`config.mk`:
```
export PLATFORM = sky130hd
export DESIGN_NAME = memory_arbiter
export DESIGN_NICKNAME = d
export VERILOG_FILES = /design/src/rtl/memory_arbiter.sv
export SDC_FILE = /design/constraint.sdc
export NUM_CORES = 1
export LEC_CHECK = 0
export CORE_MARGIN = 2
export CORE_UTILIZATION = 43
export DETAILED_ROUTE_END_ITERATION = 12
export PLACE_DENSITY = 0.88
export SYNTH_ARGS = -nofsm -noshare
export SYNTH_HDL_FRONTEND = slang
export SYNTH_SLANG_ARGS = --single-unit
```
`constraint.sdc`:
```
create_clock -name CLK -period 13.1 [get_ports CLK]
set_input_delay 2.62 -clock CLK [delete_from_list [all_inputs] [get_ports CLK]]
set_output_delay 2.62 -clock CLK [all_outputs]
set_load 0.02 [all_outputs]
```
`src/rtl/memory_arbiter.sv`:
```
// memory_arbiter: round-robin sharing of one synchronous-read memory port
// between four read requesters (spcon, bg0, bg1, ov) and one write requester
// (fl). At most one access is granted per clock. The owner of each completed
// access receives a one-cycle ready pulse in the cycle after its grant.
module memory_arbiter #(
  parameter int BITS         = 16,
  parameter int ADDRESS_BITS = 16
) (
  input  logic                    CLK,
  input  logic                    RSTb,
  input  logic [ADDRESS_BITS-1:0] spcon_memory_address,
  input  logic [ADDRESS_BITS-1:0] bg0_memory_address,
  input  logic [ADDRESS_BITS-1:0] bg1_memory_address,
  input  logic [ADDRESS_BITS-1:0] ov_memory_address,
  input  logic                    spcon_rvalid,
  input  logic                    bg0_rvalid,
  input  logic                    bg1_rvalid,
  input  logic                    ov_rvalid,
  output logic [BITS-1:0]         spcon_memory_data,
  output logic [BITS-1:0]         bg0_memory_data,
  output logic [BITS-1:0]         bg1_memory_data,
  output logic [BITS-1:0]         ov_memory_data,
  output logic                    spcon_rready,
  output logic                    bg0_rready,
  output logic                    bg1_rready,
  output logic                    ov_rready,
  input  logic [ADDRESS_BITS-1:0] fl_memory_address,
  input  logic [BITS-1:0]         fl_memory_data,
  input  logic                    fl_wvalid,
  output logic                    fl_wready,
  output logic [ADDRESS_BITS-1:0] mem_address,
  output logic [BITS-1:0]         mem_wdata,
  output logic                    mem_wr,
  input  logic [BITS-1:0]         mem_rdata
);

  localparam logic [2:0] ID_SP  = 3'd0;
  localparam logic [2:0] ID_BG0 = 3'd1;
  localparam logic [2:0] ID_BG1 = 3'd2;
  localparam logic [2:0] ID_OV  = 3'd3;
  localparam logic [2:0] ID_FL  = 3'd4;

  logic [4:0]              req_v;
  logic [4:0]              done;
  logic [4:0]              elig;
  logic                    grant_v;
  logic [2:0]              grant_id;
  logic [3:0]              cand;
  logic [ADDRESS_BITS-1:0] grant_addr;

  // Stage p1: access in flight (one cycle after its grant edge)
  logic                    vld_p1;
  logic [2:0]              pend_id_p1;
  logic [2:0]              last_p1;
  logic [ADDRESS_BITS-1:0] addr_hold_p1;
  logic [BITS-1:0]         wdata_hold_p1;

  assign req_v = {fl_wvalid, ov_rvalid, bg1_rvalid, bg0_rvalid, spcon_rvalid};

  // One-hot decode of the in-flight access; doubles as the ready vector and
  // the outstanding mask, since an access is outstanding exactly until the
  // end of its ready cycle.
  always_comb begin
    done = '0;
    for (int i = 0; i < 5; i++) begin
      done[i] = vld_p1 && (pend_id_p1 == 3'(i));
    end
  end

  // No grants while reset is held, so nothing is strobed into the RAM.
  assign elig = req_v & ~done & {5{RSTb}};

  // Round-robin search starting one past the last granted index.
  always_comb begin
    grant_v  = 1'b0;
    grant_id = ID_SP;
    cand     = '0;
    for (int k = 0; k < 5; k++) begin
      cand = {1'b0, last_p1} + 4'd1 + 4'(k);
      if (cand >= 4'd5) cand = cand - 4'd5;
      if (!grant_v && elig[cand[2:0]]) begin
        grant_v  = 1'b1;
        grant_id = cand[2:0];
      end
    end
  end

  // Address of the selected requester.
  always_comb begin
    grant_addr = spcon_memory_address;
    case (grant_id)
      ID_SP:   grant_addr = spcon_memory_address;
      ID_BG0:  grant_addr = bg0_memory_address;
      ID_BG1:  grant_addr = bg1_memory_address;
      ID_OV:   grant_addr = ov_memory_address;
      ID_FL:   grant_addr = fl_memory_address;
      default: grant_addr = spcon_memory_address;
    endcase
  end

  assign mem_wr      = grant_v && (grant_id == ID_FL);
  assign mem_address = grant_v ? grant_addr : addr_hold_p1;
  assign mem_wdata   = mem_wr ? fl_memory_data : wdata_hold_p1;

  assign spcon_rready = done[0];
  assign bg0_rready   = done[1];
  assign bg1_rready   = done[2];
  assign ov_rready    = done[3];
  assign fl_wready    = done[4];

  assign spcon_memory_data = mem_rdata;
  assign bg0_memory_data   = mem_rdata;
  assign bg1_memory_data   = mem_rdata;
  assign ov_memory_data    = mem_rdata;

  // Grant edge: record the owner of the access and the round-robin pointer.
  always_ff @(posedge CLK or negedge RSTb) begin
    if (!RSTb) begin
      vld_p1     <= 1'b0;
      pend_id_p1 <= ID_SP;
      last_p1    <= ID_FL;
    end else begin
      vld_p1 <= grant_v;
      if (grant_v) begin
        pend_id_p1 <= grant_id;
        last_p1    <= grant_id;
      end
    end
  end

  // Idle-cycle values for the memory address and write data buses.
  always_ff @(posedge CLK or negedge RSTb) begin
    if (!RSTb) begin
      addr_hold_p1  <= '0;
      wdata_hold_p1 <= '0;
    end else begin
      if (grant_v) addr_hold_p1 <= grant_addr;
      if (mem_wr) wdata_hold_p1 <= fl_memory_data;
    end
  end

endmodule
```
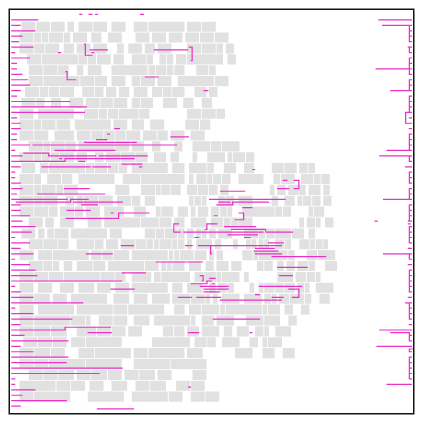
*M3 wires*
Scale: 4 px per micron.
wire length on this layer	1190 microns
main direction	horizontal
final wirelength: 12800 microns
DR vias: 3863
grt met3 use: 6.24%

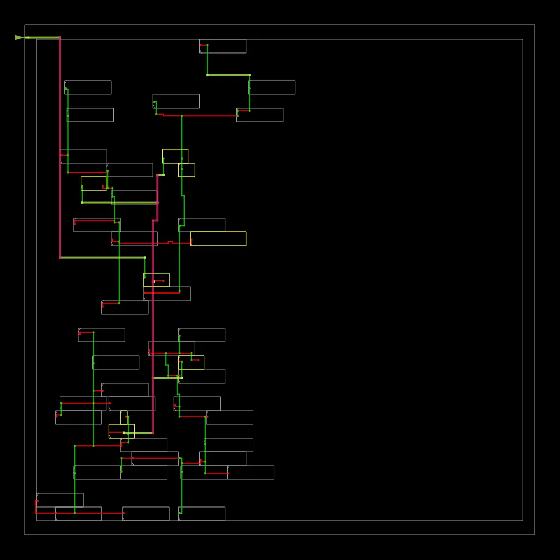
*Clock nets*
Clock buffer cells: 6
number of buffers created by CTS: 5

==> reports/metrics.yaml <==
outcome: "finished clean"
crit_buf_inv: 4
fin_area_sq_um: 5050
cpMaxStageDelayCell: "nand2b_1"
setup_viol: 0
wl_met2_microns: 6180
fp_nets: 596
ctsHoldBuffers: 0
routabilityCongestion: 0.976
bufAreaShareNonClock_pct: 27.9
grt_pass1_vias: 3960
fp.dieH_microns: 101
reg2reg_slack_ns: 6.78
drive_gt1_share_pct: 12.5
worstPathRequired_ns: 10.48
synth.cellmix.simpleShare_pct: 20.9
htree_levels: 2
ys_sh_xor_pct: 2.36
io_buffers: 140
top_cell_area_share_pct: 22.4
post_cts_resized: 0
critPathKind: "input port to output pin"
cts_num_sinks: 37
reg.largest.list: "addr_hold_p1: 16 flops, wdata_hold_p1: 16 flops, pend_id_p1: 3 flops"
top_cell: "buf_4"
endpoint: "mem_address[7]"
clock_skew_ns: 0.00356
grt_first_pass_wirelength_microns: 19500
cp_top_family: "buffers and inverters"
rows: 35
drv_cap: 0
dp_hpwl_microns: 9720
dpl_cell_area_sq_um: 4940
sh_comb_area_pct: 47.8
vias_per_cell: 6.11
crit_start: "RSTb"
relSlewSlack_pct: 19.1
ys_cells: 463
ff_latch_area_sq_um: 927
avgSynthCellArea_sq_um: 8.69
numSynthFlops: 37
wl_met1_microns: 4580
largest_cell_class: "combinational gates"
diodes: 0
crit_fanout: 30
rsz0062_at_grt: "false"
dp_cells: 624
clkLatencyLatePin_ns: 0.30
cts_tree: "built"
period_minus_slack_ns: 10.25
cts_root_buf: "clkbuf_8"
synth_adder_area_share_pct: 4.54
clockBufferDepth: 2
arrival_ns: 7.63
gr-usage-met2_pct: 41.1
final_cell_mix: "clkdlybuf4s50_1, dfrtp_1, o21ai_0"
gr-usage-met1_pct: 27.1
slew_viol_final: 0
stdcell_count: 632
critical_path_cell_count: 12
fin_nets: 653
die_w_microns: 101
r2r-end: "addr_hold_p1[7]"
fin_ws_ns: 2.85
ys_seq_share_pct: 23.0
ant_nets: 0
post_cts_buffers: 0
syn_to_final_growth_pct: 25.5
routed.top_layer: "met4"
core_sq_um: 9150
buffers: 142
holdPathStages: 1
openroad.warnings: 35
synthAoiAreaFrac_pct: 25.3
min_from: "wdata_hold_p1[11]"
grt-busiest-layer: "met2"
initCoreUtil_pct: 44.0
hold_class: "register to register"
grt_usage_pct: 24.6
syn-cell-area_sq_um: 4020
io-pin-count: 221
cp-end-kind: "output pin"
syn_inst: 463
